[src/rtl/lowbit_pkg.sv]
// Shared widths and constants for the lowest-set-bit locator.
package lowbit_pkg;
  localparam int DATA_W = 32;
  localparam int IDX_W  = 6;
  localparam logic [IDX_W-1:0] ZERO_IDX = 6'd32;
endpackage

[src/rtl/lowbit_enc.sv]
// Combinational trailing-zero encoder: log-depth tree of {all_zero, index} nodes.
// 2-bit leaves are merged pairwise; the lower half wins unless it is all zero.
module lowbit_enc
  import lowbit_pkg::*;
(
  input  logic [DATA_W-1:0] numin,
  output logic [IDX_W-1:0]  enc
);

  logic [15:0] z1;
  logic [15:0] i1;
  logic [7:0]  z2;
  logic [1:0]  i2 [8];
  logic [3:0]  z3;
  logic [2:0]  i3 [4];
  logic [1:0]  z4;
  logic [3:0]  i4 [2];
  logic        z5;
  logic [4:0]  i5;

  for (genvar n = 0; n < 16; n++) begin : g_leaf
    assign z1[n] = ~(numin[2*n] | numin[2*n+1]);
    assign i1[n] = ~numin[2*n];
  end

  for (genvar n = 0; n < 8; n++) begin : g_l2
    assign z2[n] = z1[2*n] & z1[2*n+1];
    assign i2[n] = z1[2*n] ? {1'b1, i1[2*n+1]} : {1'b0, i1[2*n]};
  end

  for (genvar n = 0; n < 4; n++) begin : g_l3
    assign z3[n] = z2[2*n] & z2[2*n+1];
    assign i3[n] = z2[2*n] ? {1'b1, i2[2*n+1]} : {1'b0, i2[2*n]};
  end

  for (genvar n = 0; n < 2; n++) begin : g_l4
    assign z4[n] = z3[2*n] & z3[2*n+1];
    assign i4[n] = z3[2*n] ? {1'b1, i3[2*n+1]} : {1'b0, i3[2*n]};
  end

  assign z5 = z4[0] & z4[1];
  assign i5 = z4[0] ? {1'b1, i4[1]} : {1'b0, i4[0]};

  assign enc = z5 ? ZERO_IDX : {1'b0, i5};

endmodule

[src/rtl/lowbit.sv]
// Registered lowest-set-bit locator: numout = index of lowest 1 in last-cycle numin, 32 if zero.
// One cycle latency, new operand every cycle, asynchronous active-high reset clears the output.
module lowbit
  import lowbit_pkg::*;
(
  input  logic              clk,
  input  logic              reset,
  input  logic [DATA_W-1:0] numin,
  output logic [IDX_W-1:0]  numout
);

  logic [IDX_W-1:0] numout_d;
  logic [IDX_W-1:0] numout_q;

  lowbit_enc u_enc (
    .numin (numin),
    .enc   (numout_d)
  );

  always_ff @(posedge clk or posedge reset) begin
    if (reset) numout_q <= '0;
    else       numout_q <= numout_d;
  end

  assign numout = numout_q;

endmodule

[config.mk]
export PLATFORM = sky130hd
export DESIGN_NAME = lowbit
export DESIGN_NICKNAME = d
export VERILOG_FILES = /design/src/rtl/lowbit_pkg.sv /design/src/rtl/lowbit_enc.sv /design/src/rtl/lowbit.sv
export SDC_FILE = /design/constraint.sdc
export NUM_CORES = 1
export LEC_CHECK = 0
export ABC_CLOCK_PERIOD_IN_PS = 900
export CAP_MARGIN = 30
export CORE_MARGIN = 10
export CORE_UTILIZATION = 37
export DETAILED_ROUTE_END_ITERATION = 12
export PLACE_DENSITY = 0.83
export SLEW_MARGIN = 5
export SYNTH_ARGS = -nofsm -noshare
export SYNTH_HDL_FRONTEND = slang
export SYNTH_SLANG_ARGS = --single-unit
[constraint.sdc]
create_clock -name clk -period 0.9 [get_ports clk]
set_input_delay 0.225 -clock clk [delete_from_list [all_inputs] [get_ports clk]]
set_output_delay 0.225 -clock clk [all_outputs]
set_load 0.01 [all_outputs]
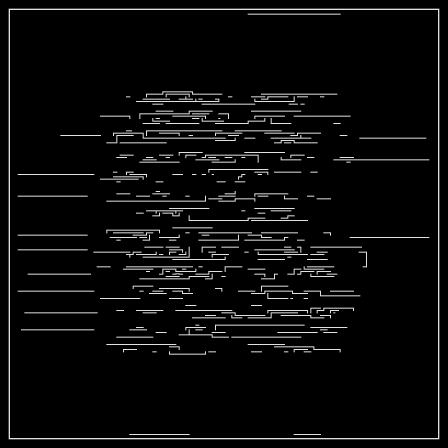
Run 1: metal 1
main direction = horizontal
nets with wire on the layer = 167
wire length on this layer = 986 um

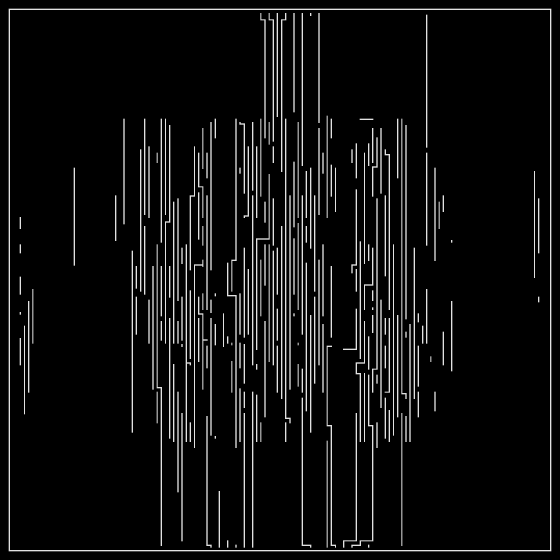
Run 1: the metal 2 layer
share of all routed wire = 56%
main direction = vertical

==> metrics.yaml, run 1 <==
die_h_um: 59.91
cts.sinks: 6
worst_pin_slew_ns: 0.3077
grt_pass1_vias: 988
peakVddDrop_mv: 0.4869
synthCells: 69
p_total_mw: 0.9409
numSynthFlops: 6
synthArstFlopShare_pct: 100.0
synth-xor-area-share_pct: 0
synth.area.mux_share_pct: 0
n_all_buffers: 70
nMultiInputCombCells: 55
drc: 0
violations: "setup timing"
path_clk_slew_ns: 0.05
wl_met1_um: 985
dominant-cell-class: "non-clock buffers"
synth-compound-area-share_pct: 22.93
ant_nets: 0
endpoint: "numout[0]"
layout.cells.most_common: "buf_4"
top_cell_area_share_pct: 25.48
yosys.area_share.simple_pct: 46.50
top_usage_layer: "met2"
fp_util_pct: 39.12
diodes: 0
comb_area_share_pct: 38.61
grtUsageMet1_pct: 13.77
final_cell_mix: "buf_4, buf_2, buf_6"
fin_hold_ws_ns: 0.1913
wl_met3_um: 190
num-fill-cells: 91
port_buffers: 39
layout.nets: 178
drv_slew: 0
grt_overflow: 0
powerDensity_nw_per_um2: 738.7
io_pins: 40
wl_per_cell_um: 18.58
nonClkBufAreaFrac_pct: 43.91
cts_tree: "built"
grt_max_degree: 7
cts_hold_buf: 0
postSynthAreaPerCell_um2: 8.541
largest_register_ffs: 6
coreArea_um2: 1506
clock_path_buffers: 2
clock_cell_area_share_pct: 1.768
logic_area_um2: 491.7
ys_cells: 69
status: "finished with violations"
p_leak_nw: 0.5989
slowest_delay_ns: 0.33
die_width_um: 59.91
cp.arrival_ns: 1.27
slowest_stage: "nor4_4"
cpLargestDelayFamily: "simple AND/OR/NAND/NOR gates"
warning_count: 29
cts_buffers: 3
rsz0062_at_grt: "true"
inverters_excl_clock: 8
drv_cap: 0
clkbuf_count: 3
synth_nets: 103
row_count: 14
firstDrtPassIters: 4
critPathBufInv: 1
start_kind: "input port"
grt_pass1_wl_um: 4409
yosys-top-cells-count: "nor2_1, inv_1, dfrtp_1"
track_usage_pct: 15.58
yosysWarningCount: 0
ys_chip_area_um2: 589.3
viasPerCell: 5.424
crit_fanout: 3
fin_ws_ns: -0.1982
areaGrowthSynthToFinish_pct: 116.1
crit_type: "input port to flop"
ys_seq_share_pct: 25.48
grtUsageMet2_pct: 29.85
cts_resized: 158
startpoint: "numin[14]"
synthDominantAreaCellType: "dfrtp_1"
setup_viol: 12
final_core_util_pct: 84.55
antenna_found_initial: 0
worstSetupPathDepth: 6
place_congestion: 0.8193
drt_iter0_drc: 24
top_cells_by_area: "dfrtp_1, nor4_4, nor4_2, nor2_1, inv_1"
fin_crit_ns: 1.098
ys_top_logic_family: "simple AND/OR/NAND/NOR gates"
register_area_um2: 150.1
syn_area_um2: 589.3
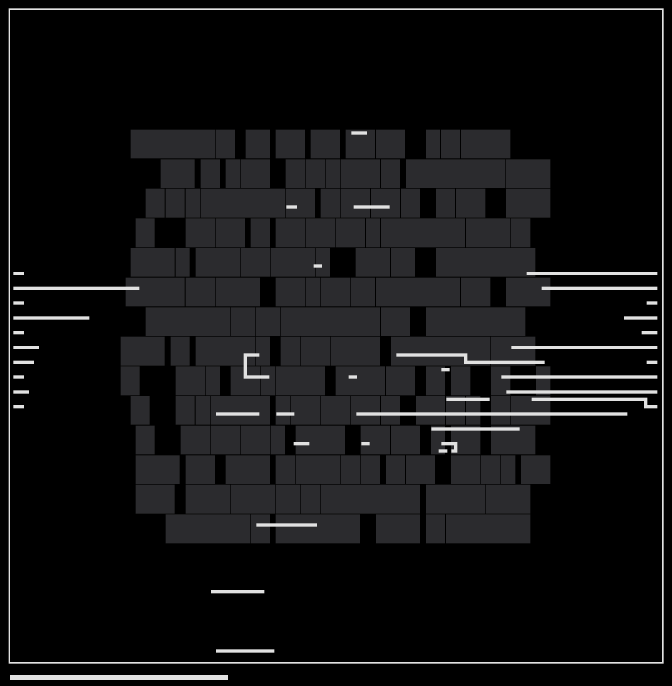
Run 1: the metal 3 layer
Bar = 20 um. Cells faint in the background.
wire length on this layer = 191 um
share of all routed wire = 6.5%
main direction = horizontal
longest straight run = 24.6 um
nets with wire on the layer = 34
M3 GR Usage: 5.720%
final wirelength: 2936 um
total number of vias: 857

## run 1: logic make-up after synthesis
group	Yosys count
flip-flops	6
buffers and inverters	8
AND-OR/OR-AND	19
AND/OR/NAND/NOR	36
## run 1: stage by stage
stage          setup TNS (ns)  instances  area [um^2]  setup WS [ns]
2_1_floorplan         -0.9502         69        615.6        -0.2812
3_3_place_gp           -5.516        147         1199        -0.8249
3_5_place_dp           -5.766        147         1199        -0.8865
4_1_cts                -1.111        157         1196        -0.2108
5_1_grt                -1.975        158         1274        -0.3119
6_report               -1.273        158         1274        -0.1982
## run 1: report_power, final
group,switching [mW],internal (mW)
combinational,0.176,0.215
clock,0.117,0.152
sequential,0.00290,0.277
total,0.296,0.644
## Run 2: what changed since run 1
Settings changed: CAP_MARGIN 30 to 5.
==> metrics.yaml, run 2 <==
wl_met3_um: 190
ctsHtreeMaxLevel: 1
pg_comb_mw: 0.391
yosys-top-cells-count: "nor2_1, inv_1, dfrtp_1"
synth_nets: 103
yosysWarningCount: 0
cts.sinks: 6
num_vias: 857
fin_ws_ns: -0.1982
cts_resized: 158
seq_cell_count: 6
rsz0062_at_grt: "true"
top_usage_layer: "met2"
n_all_buffers: 70
logic_area_um2: 491.7
clkbuf_count: 3
diodes: 0
antenna_found_initial: 0
timing.final.crit_share_pct: 122.0
fin_crit_ns: 1.098
drv_slew: 0
syn_area_um2: 589.3
inverters_excl_clock: 8
chipArea_um2: 3589
power.group.top: "combinational logic"
peakVddDrop_mv: 0.4869
p_total_mw: 0.9409
place_congestion: 0.8193
cts_buffers: 3
grtUsageMet2_pct: 29.85
grt_max_degree: 7
comb_area_share_pct: 38.61
crit_type: "input port to flop"
track_usage_pct: 15.58
cts_tree: "built"
startpoint: "numin[14]"
hpwl_um: 1967
seqPwrFrac_pct: 29.8
ys_chip_area_um2: 589.3
use_met3_pct: 5.720
cts_hold_buf: 0
synthDominantAreaCellType: "dfrtp_1"
die_width_um: 59.91
final_cell_mix: "buf_4, buf_2, buf_6"
num-fill-cells: 91
fp_util_pct: 39.12
clock_path_buffers: 2
synthArstFlopShare_pct: 100.0
die_h_um: 59.91
grt_overflow: 0
critPathBufInv: 1
clock_cell_area_share_pct: 1.768
required_ns: 1.08
port_buffers: 39
cp.arrival_ns: 1.27
warning_count: 29
swShare_pct: 31.51
pg_clk_mw: 0.270
p_seq_mw: 0.280
crit_fanout: 3
firstDrtPassIters: 4
powerDensity_nw_per_um2: 738.7
setup_viol: 12
clock_power_share_pct: 28.6
cts_setup_buffers: 7
grt_pass1_vias: 988
final_core_util_pct: 84.55
p_leak_nw: 0.5989
layout.cells.most_common: "buf_4"
path_clk_slew_ns: 0.05
largest_register_ffs: 6
p_int_mw: 0.6445
dp_cells: 147
wl_per_cell_um: 18.58
fin_hold_ws_ns: 0.1913
synthCells: 69
drv_cap: 0
nMultiInputCombCells: 55
top_cells_by_area: "dfrtp_1, nor4_4, nor4_2, nor2_1, inv_1"
postSynthAreaPerCell_um2: 8.541
io_pins: 40
endpoint_kind: "flop"
drc: 0
ys_seq_share_pct: 25.48
row_count: 14
grt_pass1_wl_um: 4409
switching_power_mw: 0.2964
top_cell_area_share_pct: 25.48
wl_um: 2936
register_area_um2: 150.1
slowest_stage: "nor4_4"
edf_count: 0
areaGrowthSynthToFinish_pct: 116.1
cpLargestDelayFamily: "simple AND/OR/NAND/NOR gates"
combPwrFrac_pct: 41.6
drt_iter0_drc: 24
worstSetupPathDepth: 6
coreArea_um2: 1506
layout.nets: 178
violations: "setup timing"
nonClkBufAreaFrac_pct: 43.91
wl_met1_um: 985
worst_pin_slew_ns: 0.3077
status: "finished with violations"
tns_ns: -1.273
start_kind: "input port"
endpoint: "numout[0]"
viasPerCell: 5.424
dominant-cell-class: "non-clock buffers"
slowest_delay_ns: 0.33
ant_nets: 0
stdcell_count: 158
ys_cells: 69
numSynthFlops: 6
-- run 2: cells by family (layout without fill, tap and decap cells) --
logic type             count (synthesis)  count (layout)  synth area share, %
AND/OR/NAND/NOR                       36              36                46.50
AND-OR/OR-AND                         19              19                22.93
buffers and inverters                  8              81                5.096
flip-flops                             6               6                25.48
-- run 2: metrics by stage --
| step | area (um^2) | setup WS, ns |
|---|---|---|
| after global routing | 1274 | -0.3119 |
| final | 1274 | -0.1982 |
| after global placement | 1199 | -0.8249 |
| after floorplan | 615.6 | -0.2812 |
| after detailed placement | 1199 | -0.8865 |
| after CTS | 1196 | -0.2108 |
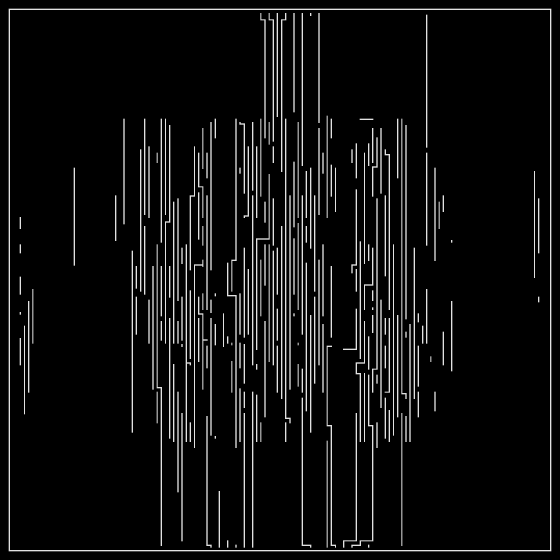
Run 2: the metal 2 layer
nets with wire on the layer = 162
longest straight run = 33.2 um
main direction = vertical
wire length on this layer = 1650 um
share of all routed wire = 56%

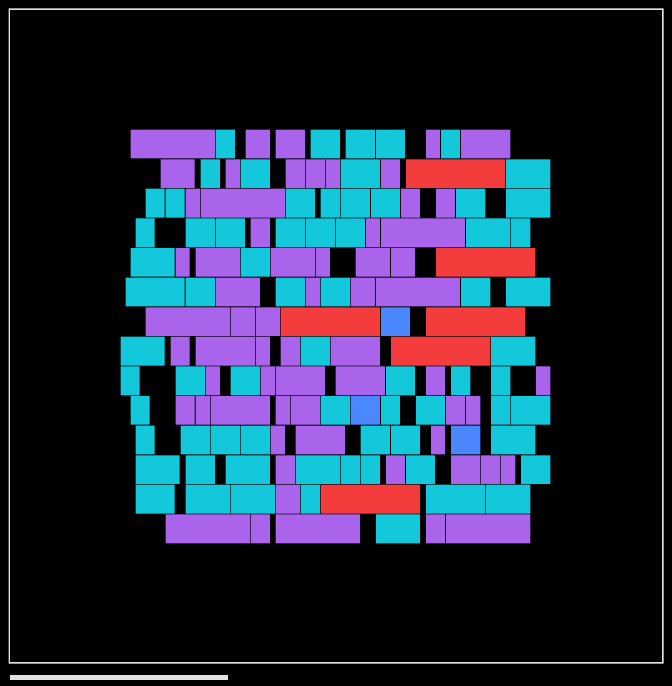
Run 2: placement by cell class
Bar = 20 um.
red -> flops  # cells 6, share of their area 12%
purple -> combinational and other logic  # cells 63, share of their area 42%
cyan -> other buffers and delay cells  # cells 70, share of their area 45%
blue -> clock drivers  # cells 3, share of their area 1.8%

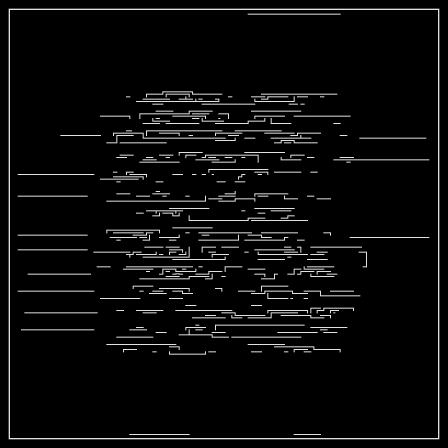
Run 2: metal 1
nets with wire on the layer = 167
share of all routed wire = 34%
main direction = horizontal
wire length on this layer = 986 um
longest straight run = 13.8 um
met1 usage: 13.77%

